Run 1, logic cells by family:
(6 px per um)
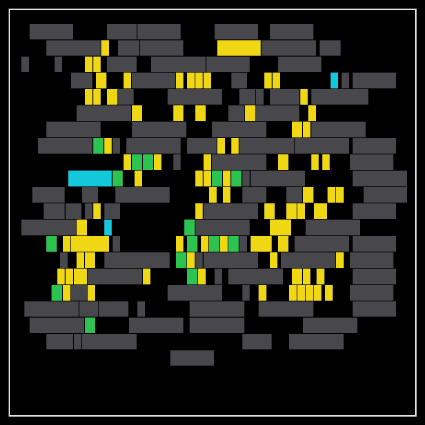
Run 1, a small window of the routed layout:
Region (19, 32) to (49, 62) um. Cells in grey, sequential cells in the stronger grey; small squares are vias.
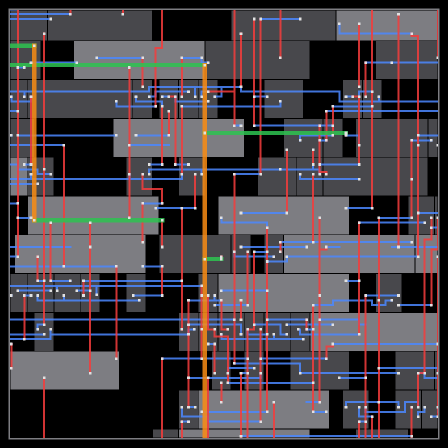
Run 1, signal wires by layer:
(6 px per um) Only two layers are drawn.
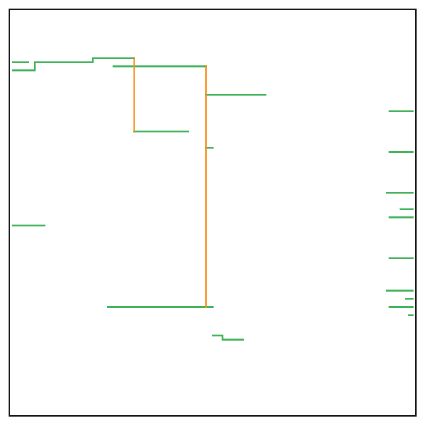
Run 1, routing congestion:
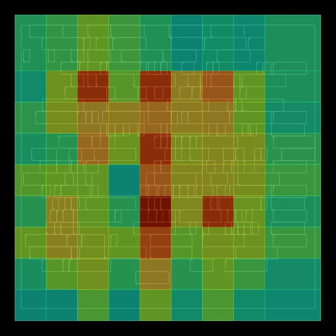
`config.mk`:
```
export PLATFORM = sky130hd
export DESIGN_NAME = serial2parallel_framed_flat
export DESIGN_NICKNAME = d
export VERILOG_FILES = /design/src/rtl/serial2parallel_framed_if.sv /design/src/rtl/serial2parallel_framed.sv /design/src/flat_wrapper.sv
export SDC_FILE = /design/constraint.sdc
export NUM_CORES = 1
export LEC_CHECK = 0
export ABC_AREA = 1
export CAP_MARGIN = 20
export CORE_UTILIZATION = 35
export CTS_CLUSTER_SIZE = 24
export DETAILED_ROUTE_END_ITERATION = 10
export GPL_ROUTABILITY_DRIVEN = 0
export SLEW_MARGIN = 10
export SYNTH_ARGS = -nofsm -noshare
export SYNTH_HDL_FRONTEND = slang
export SYNTH_SLANG_ARGS = --single-unit
```
`constraint.sdc`:
```
create_clock -name serial_clock -period 1.3 [get_ports serial_clock]
set_input_delay 0.13 -clock serial_clock [delete_from_list [all_inputs] [get_ports serial_clock]]
set_output_delay 0.13 -clock serial_clock [all_outputs]
set_load 0.05 [all_outputs]
```
`src/rtl/serial2parallel_framed_if.sv`:
```
// Framed serial input and valid/ack parallel output bundle for serial2parallel_framed.
// The slave modport is the converter; the master modport is the pin driver and consumer side.
interface serial2parallel_framed_if #(
  parameter int unsigned DATA_WIDTH = 15
);
  logic                  serial_data;
  logic                  frame_n;
  logic                  data_ack;
  logic [DATA_WIDTH-1:0] data_out;
  logic                  data_valid;
  logic                  overrun;
  logic                  frame_error;
  logic                  parity_error;

  modport master (
    output serial_data,
    output frame_n,
    output data_ack,
    input  data_out,
    input  data_valid,
    input  overrun,
    input  frame_error,
    input  parity_error
  );

  modport slave (
    input  serial_data,
    input  frame_n,
    input  data_ack,
    output data_out,
    output data_valid,
    output overrun,
    output frame_error,
    output parity_error
  );
endinterface

```
`src/rtl/serial2parallel_framed.sv`:
```
// Framed serial-to-parallel converter with valid/ack hand-off, overrun and frame-abort reporting.
// Define S2P_PARITY_EN to expect a trailing even-parity bit per frame and report parity_error.
module serial2parallel_framed #(
  parameter int unsigned DATA_WIDTH = 15,
  parameter bit          MSB_FIRST  = 1'b1
) (
  input logic                     serial_clock,
  input logic                     reset,
  serial2parallel_framed_if.slave bus
);

`ifdef S2P_PARITY_EN
  localparam int unsigned WordBits = DATA_WIDTH + 1;
`else
  localparam int unsigned WordBits = DATA_WIDTH;
`endif
  localparam int unsigned   CntW    = $clog2(WordBits + 1);
  localparam logic [CntW-1:0] LastCnt = CntW'(WordBits - 1);

  typedef enum logic [0:0] {StIdle, StShift} state_e;

  state_e                state_q;
  logic [CntW-1:0]       cnt_q;
  logic [DATA_WIDTH-1:0] sreg_q;
  logic [DATA_WIDTH-1:0] data_q;
  logic                  valid_q;
  logic                  overrun_q;
  logic                  frame_err_q;

  logic [DATA_WIDTH-1:0] sreg_shifted;
  logic [DATA_WIDTH-1:0] word;
  logic                  shift_en;
  logic                  complete;
  logic                  load;

  always_comb begin
    sreg_shifted = MSB_FIRST ? {sreg_q[DATA_WIDTH-2:0], bus.serial_data}
                             : {bus.serial_data, sreg_q[DATA_WIDTH-1:1]};
    complete     = !bus.frame_n && (cnt_q == LastCnt);
    load         = complete && (!valid_q || bus.data_ack);
`ifdef S2P_PARITY_EN
    // The last bit is parity: it is checked but never shifted into the word.
    shift_en     = (cnt_q != LastCnt);
    word         = sreg_q;
`else
    shift_en     = 1'b1;
    word         = sreg_shifted;
`endif
  end

`ifdef S2P_PARITY_EN
  logic parity_q;

  always_ff @(posedge serial_clock or posedge reset) begin
    if (reset) begin
      parity_q <= 1'b0;
    end else if (load) begin
      parity_q <= (^sreg_q) ^ bus.serial_data;
    end
  end

  assign bus.parity_error = parity_q;
`else
  assign bus.parity_error = 1'b0;
`endif

  always_ff @(posedge serial_clock or posedge reset) begin
    if (reset) begin
      state_q     <= StIdle;
      cnt_q       <= '0;
      sreg_q      <= '0;
      data_q      <= '0;
      valid_q     <= 1'b0;
      overrun_q   <= 1'b0;
      frame_err_q <= 1'b0;
    end else begin
      frame_err_q <= 1'b0;

      if (!bus.frame_n) begin
        if (shift_en) begin
          sreg_q <= sreg_shifted;
        end
        if (complete) begin
          cnt_q   <= '0;
          state_q <= StIdle;
        end else begin
          cnt_q   <= cnt_q + CntW'(1);
          state_q <= StShift;
        end
      end else if (state_q == StShift) begin
        // Frame released mid-word: drop the partial word, leave the held word alone.
        cnt_q       <= '0;
        state_q     <= StIdle;
        frame_err_q <= 1'b1;
      end

      if (load) begin
        data_q  <= word;
        valid_q <= 1'b1;
      end else if (complete) begin
        overrun_q <= 1'b1;
      end else if (valid_q && bus.data_ack) begin
        valid_q <= 1'b0;
      end
    end
  end

  assign bus.data_out    = data_q;
  assign bus.data_valid  = valid_q;
  assign bus.overrun     = overrun_q;
  assign bus.frame_error = frame_err_q;

endmodule

```
`src/flat_wrapper.sv`:
```
// flat-port wrapper written by rule: the top's interface ports become plain ports
module serial2parallel_framed_flat 
#(
  parameter int unsigned DATA_WIDTH = 15,
  parameter bit          MSB_FIRST  = 1'b1
)
  (serial_clock, reset, bus_serial_data, bus_frame_n, bus_data_ack, bus_data_out, bus_data_valid, bus_overrun, bus_frame_error, bus_parity_error);
  serial2parallel_framed_if #(.DATA_WIDTH(DATA_WIDTH)) bus_i ();
  input logic serial_clock;
  input logic reset;
  input wire logic [$bits(bus_i.serial_data)-1:0] bus_serial_data;
  input wire logic [$bits(bus_i.frame_n)-1:0] bus_frame_n;
  input wire logic [$bits(bus_i.data_ack)-1:0] bus_data_ack;
  output wire logic [$bits(bus_i.data_out)-1:0] bus_data_out;
  output wire logic [$bits(bus_i.data_valid)-1:0] bus_data_valid;
  output wire logic [$bits(bus_i.overrun)-1:0] bus_overrun;
  output wire logic [$bits(bus_i.frame_error)-1:0] bus_frame_error;
  output wire logic [$bits(bus_i.parity_error)-1:0] bus_parity_error;
  assign bus_i.serial_data = bus_serial_data;
  assign bus_i.frame_n = bus_frame_n;
  assign bus_i.data_ack = bus_data_ack;
  assign bus_data_out = bus_i.data_out;
  assign bus_data_valid = bus_i.data_valid;
  assign bus_overrun = bus_i.overrun;
  assign bus_frame_error = bus_i.frame_error;
  assign bus_parity_error = bus_i.parity_error;
  serial2parallel_framed #(.DATA_WIDTH(DATA_WIDTH), .MSB_FIRST(MSB_FIRST)) u_core (.serial_clock(serial_clock), .reset(reset), .bus(bus_i));
endmodule
```
==> results.py, run 1 <==
# Synthesis and PnR figures
metrics = {
    "final_layout": {
        "regArea_sq_um": 927,
        "num_antenna_cells": 0,
        "drive_above_1_share_pct": 23.4,
        "final_design_area_no_fill_sq_um": 2180,
        "logic_area_sq_um": 505,
        "layout_top_cells": "nand2_1 (56), dfrtp_1 (36), buf_12 (20)",
        "lay_top_count": "nand2_1",
        "final_nets": 198,
        "largest_reg_flops": 15,
        "area_growth_pct": 44.8,
    },
    "worst_setup_path": {
        "cp_num_buf_inv": 1,
        "crit_path_start_kind": "flip-flop",
        "crit_top_cell": "nand2_1",
        "crit_chain": "inv_1 > ha_2 > nand3_4 > nor2_8 > nand2_8 > nand2_1 > nand2_1",
        "r2r_slack_ns": 0.02,
        "worstPathArrival_ns": 1.46,
        "crit_type": "flip-flop to flip-flop",
        "rr_worst_depth": 7,
        "cp.depth": 7,
        "crit_path_start": "u_core.cnt_q[0]",
        "cp.required_ns": 1.48,
        "crit_family": "simple AND/OR/NAND/NOR gates",
        "max_stage_delay_ns": 0.38,
        "cp_max_fo": 16,
        "reg2reg_from": "u_core.cnt_q[0]",
        "end_kind": "flip-flop",
        "crit_slowest_cell": "dfrtp_1",
        "crit_end": "u_core.bus.data_out[7]",
    },
    "clock_network": {
        "cts.clk_slew.worst_paths_ns": 0.07,
        "htree_levels": 2,
        "cts_hold_buf": 0,
        "cts_tree": "built",
        "clockBufferDepth": 2,
        "clock.latency.late_pin_ns": 0.29,
        "clockRootBuffer": "clkbuf_8",
        "cts.sinks": 37,
        "cts-resized-gates": 1,
        "cts_setup_buffers": 1,
        "numCtsBuffers": 5,
    },
    "hold_path": {
        "hold_class": "input pin to asynchronous set/reset pin",
    },
    "global_routing": {
        "met3_usage_pct": 5.74,
        "grt_pass1_vias": 1109,
        "overflow": 0,
        "grt_pass1_wl_mm": 4.93,
        "grt_usage_pct": 15.1,
        "antenna_found_initial": 0,
        "grt_max_degree": 38,
    },
    "logic_synthesis": {
        "syn_avg_cell_area_sq_um": 9.51,
        "xor_share_pct": 0.583,
        "ys_ff": 37,
        "synth_cell_type_count": 21,
        "synthTopCellsByCount": "nand2_1 (56), dfrtp_1 (37), nand3_1 (17)",
        "netlist_area_sq_um": 1500,
        "synthArstFlopShare_pct": 100,
        "ys_sh_adder_pct": 1.67,
        "ys_chip_area_sq_um": 1500,
        "synth_stat.cells": 158,
        "ys_warn_count": 0,
        "top_logic_kind": "simple AND/OR/NAND/NOR gates",
        "mux_share_pct": 0,
        "synth_top_flop_cell": "dfrtp_1",
        "yosysTopAreaCell": "dfrtp_1",
        "mappedNetlistNets": 165,
        "most_common_cell": "nand2_1",
        "topCellsByArea": "dfrtp_1 (62%), nand2_1 (14%), nand3_1 (5.7%)",
        "ys_sh_simple_pct": 23.7,
        "synth_seq_share_pct": 61.6,
        "compound_area_share_pct": 5.50,
    },
    "floorplanning": {
        "rows": 23,
        "die_w_um": 67.5,
        "core_area_sq_um": 4060,
        "initial_core_util_pct": 37.0,
        "die_area_sq_um": 4560,
    },
    "run_status": {
        "status": "finished, final reports clean",
    },
    "route": {
        "drc_errors": 0,
        "wl_met1_mm": 1.22,
        "top_layer": "met4",
        "routedWlPerCell_um": 11.6,
        "dr_wl_met2_mm": 1.40,
        "num_vias": 1105,
        "vias_per_cell": 4.57,
        "drtIter0Drc": 47,
        "wl_met3_um": 120,
        "firstDrtPassIters": 4,
    },
    "final_timing": {
        "fin_skew_ns": 0.00319,
        "setup_violations": 0,
        "hold_viol": 0,
        "grt_setup_unrepaired": "yes",
        "fin_crit_sh_pct": 98.4,
        "maxSlewViolCount": 0,
        "min_period_ns": 1.28,
        "setup_slack_ns": 0.0209,
        "timing.fmax_ghz": 0.782,
    },
    "pwr": {
        "irDropWorstVdd_mv": 0.849,
        "finalPower_uw": 2680,
        "leakage_uw": 0.00109,
        "pwr_density_cell_nw_per_um2": 1230,
    },
    "placed_design": {
        "dp_slack_ns": -0.0118,
        "placed_area_sq_um": 2020,
        "port_buffers": 22,
        "dpl.hpwl_mm": 2.03,
    },
    "job": {
        "warnings": 30,
        "max-cap-violations": 0,
    },
}
-- 'logic cells by family' (at the start) --
| colour | family | cells |
|---|---|---|
| yellow | NAND gates | 77 |
| cyan | NOR gates | 3 |
| green | inverting AOI/OAI gates | 15 |

-- 'a small window of the routed layout' (at the start) --
| colour | layer |
|---|---|
| orange | metal 4 |
| red | metal 2 |
| blue | metal 1 |
| green | metal 3 |
sequential cells in the window: 11
most frequent: nand2_1 (21), dfrtp_1 (11), nand3_1 (8)
cells with their middle in the window: 62
netlist names of flops here include: u_core.sreg_q (7), u_core.bus.data_out (3)

-- 'signal wires by layer' (at the start) --
| colour | layer | wire length |
|---|---|---|
| orange | metal 4 | 52.4 um |
| green | metal 3 | 121 um |

-- 'routing congestion' (at the start) --
M1 GR Usage: 17.1%
busiest layer in global routing: met2

run 1: area by class of cell:
cell class	instances	area share (%)
Sequential cell	37	42.6
Timing Repair Buffer	33	23.5
Multi-Input combinational cell	100	23.2
Clock buffer	7	3.97
Tap cell	50	2.88
Inverter	14	2.42
Clock inverter	1	1.38
run 1: stage by stage:
stage	util, %	TNS, ns	cells	hold slack (ns)
2_1_floorplan	-	-0.258	158	0.251
3_3_place_gp	49.8	0	232	0.467
3_5_place_dp	49.8	-0.0386	232	0.470
4_1_cts	53.0	-0.000557	241	0.202
5_1_grt	53.6	-0.681	242	0.223
6_report	53.6	0	242	0.192
run 1: power by group:
part | internal [uW] | leakage, uW | switching (uW)
combinational | 141 | 0.000544 | 175
sequential | 1250 | 0.000492 | 92.1
clock | 625 | 0.0000585 | 398
total | 2020 | 0.00109 | 665
Run 1, signal wires on met1:
(6 px per um) Supply wires on this layer in grey.
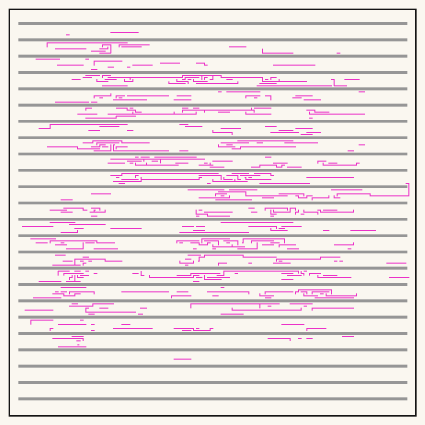

==> run 2: changes to the inputs <==
Settings changed: DONT_BUFFER_PORTS from default to 1, PLACE_DENSITY_LB_ADDON from default to 0.3.
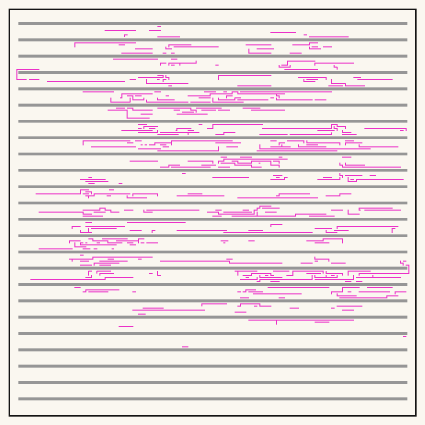
Run 2: signal wires on met1
(6 px per um) Supply wires on this layer in grey.
nets with wire on the layer: 160
longest straight run: 18.4 um

==> results.py, run 2 <==
# Synthesis and PnR figures
metrics = {
    "floorplanning": {
        "die_area_sq_um": 4560,
        "initial_core_util_pct": 37.0,
    },
    "placed_design": {
        "port_buffers": 0,
        "placed_cells": 210,
    },
    "clock_network": {
        "cts_hold_buf": 3,
        "clockBufferDepth": 2,
        "numCtsBuffers": 5,
        "clock.latency.late_pin_ns": 0.29,
        "cts.clk_slew.worst_paths_ns": 0.08,
        "cts_setup_buffers": 0,
        "clockRootBuffer": "clkbuf_8",
    },
    "final_timing": {
        "maxSlewViolCount": 0,
        "hold_viol": 0,
        "timing.fmax_ghz": 0.803,
        "setup_violations": 0,
        "fin_hold_ws_ns": 0.0688,
        "grt_setup_unrepaired": "yes",
        "min_period_ns": 1.24,
    },
    "route": {
        "wl_met1_mm": 1.24,
        "dr_wl_met2_mm": 1.30,
        "top_layer": "met4",
        "routedWlPerCell_um": 12.2,
    },
    "final_layout": {
        "regArea_sq_um": 927,
        "final_nets": 177,
        "clock_cell_area_share_pct": 6.76,
        "n_all_buffers": 12,
        "nClkBuffers": 6,
        "post-route-util_pct": 43.8,
        "comb_area_share_pct": 28.2,
        "area_dominant_class": "sequential cells",
        "final_cells": 221,
        "layout_top_cells": "nand2_1 (56), dfrtp_1 (36), nand3_1 (16)",
        "logic_area_sq_um": 500,
        "seqAreaFraction_pct": 52.2,
        "ff_count": 37,
    },
    "run_status": {
        "status": "finished, final reports clean",
    },
    "logic_synthesis": {
        "ys_chip_area_sq_um": 1500,
        "compound_area_share_pct": 5.50,
        "topCellsByArea": "dfrtp_1 (62%), nand2_1 (14%), nand3_1 (5.7%)",
        "synthArstFlopShare_pct": 100,
        "syn_avg_cell_area_sq_um": 9.51,
        "synth_seq_share_pct": 61.6,
        "yosysTopAreaCell": "dfrtp_1",
        "ys_warn_count": 0,
        "synth_stat.cells": 158,
        "most_common_cell": "nand2_1",
        "xor_share_pct": 0.583,
        "netlist_area_sq_um": 1500,
        "mux_share_pct": 0,
        "top_logic_kind": "simple AND/OR/NAND/NOR gates",
        "ys_sh_simple_pct": 23.7,
        "ys_ff": 37,
    },
    "global_routing": {
        "overflow": 0,
        "met3_usage_pct": 5.07,
        "antenna_found_initial": 0,
        "grt_pass1_wl_mm": 4.62,
        "top_usage_layer": "met2",
        "grt_pass1_vias": 1071,
        "use_met1_pct": 16.6,
    },
    "job": {
        "max-cap-violations": 0,
    },
    "worst_setup_path": {
        "end_kind": "flip-flop",
        "crit_type": "flip-flop to flip-flop",
        "cp_max_fo": 5,
        "worstPathArrival_ns": 1.47,
        "crit_chain": "inv_1 > ha_2 > nand3_4 > nor2_8 > buf_4 > nand3_1 > nand2_1",
        "max_stage_delay_ns": 0.38,
        "crit_slowest_cell": "dfrtp_1",
    },
    "pwr": {
        "p_int_uw": 1960,
        "seq-power_uw": 1370,
        "leakage_uw": 0.000929,
        "p_comb_uw": 208,
        "pg_clk_uw": 1040,
        "maxPowerGroup": "sequential cells",
        "finalPower_uw": 2620,
        "power.net_switching_uw": 661,
    },
}
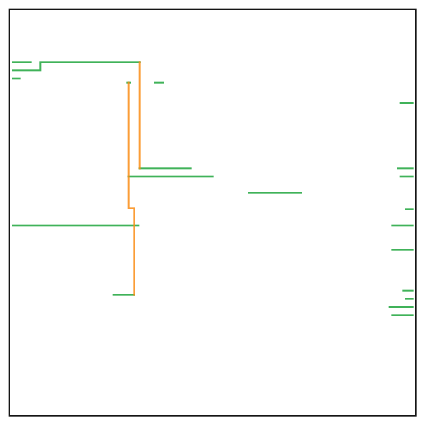
Run 2: signal wires by layer
(6 px per um) Only two layers are drawn.
| colour | layer | wire length |
|---|---|---|
| orange | metal 4 | 54.0 um |
| green | metal 3 | 108 um |

==> run 2: cell counts after synthesis <==
No cell type changed its count.
==> run 2: final timing paths <==
path | slack (ns) | to | cells after the start | start
min | 0.07 | u_core.bus.data_valid | 3 | bus_frame_n
max | 0.06 | u_core.bus.data_out[1] | 7 | u_core.cnt_q[0]
min reg2reg | 0.46 | u_core.bus.overrun | 1 | u_core.bus.overrun
max in group asynchronous | 0.57 | u_core.bus.data_valid | 3 | reset
min in group asynchronous | 0.39 | u_core.bus.data_out[0] | 3 | reset
max reg2reg | 0.06 | u_core.bus.data_out[1] | 7 | u_core.cnt_q[0]
==> run 2: worst max-delay path, delay by kind of cell (launching register included) <==
family / cells / cell delay, ns
simple gates: 4 / 0.40
buf+inv: 2 / 0.21
flops: 1 / 0.38
fa+ha+maj: 1 / 0.18
Power figures rest on the tool's default switching activity, not on a simulated workload.
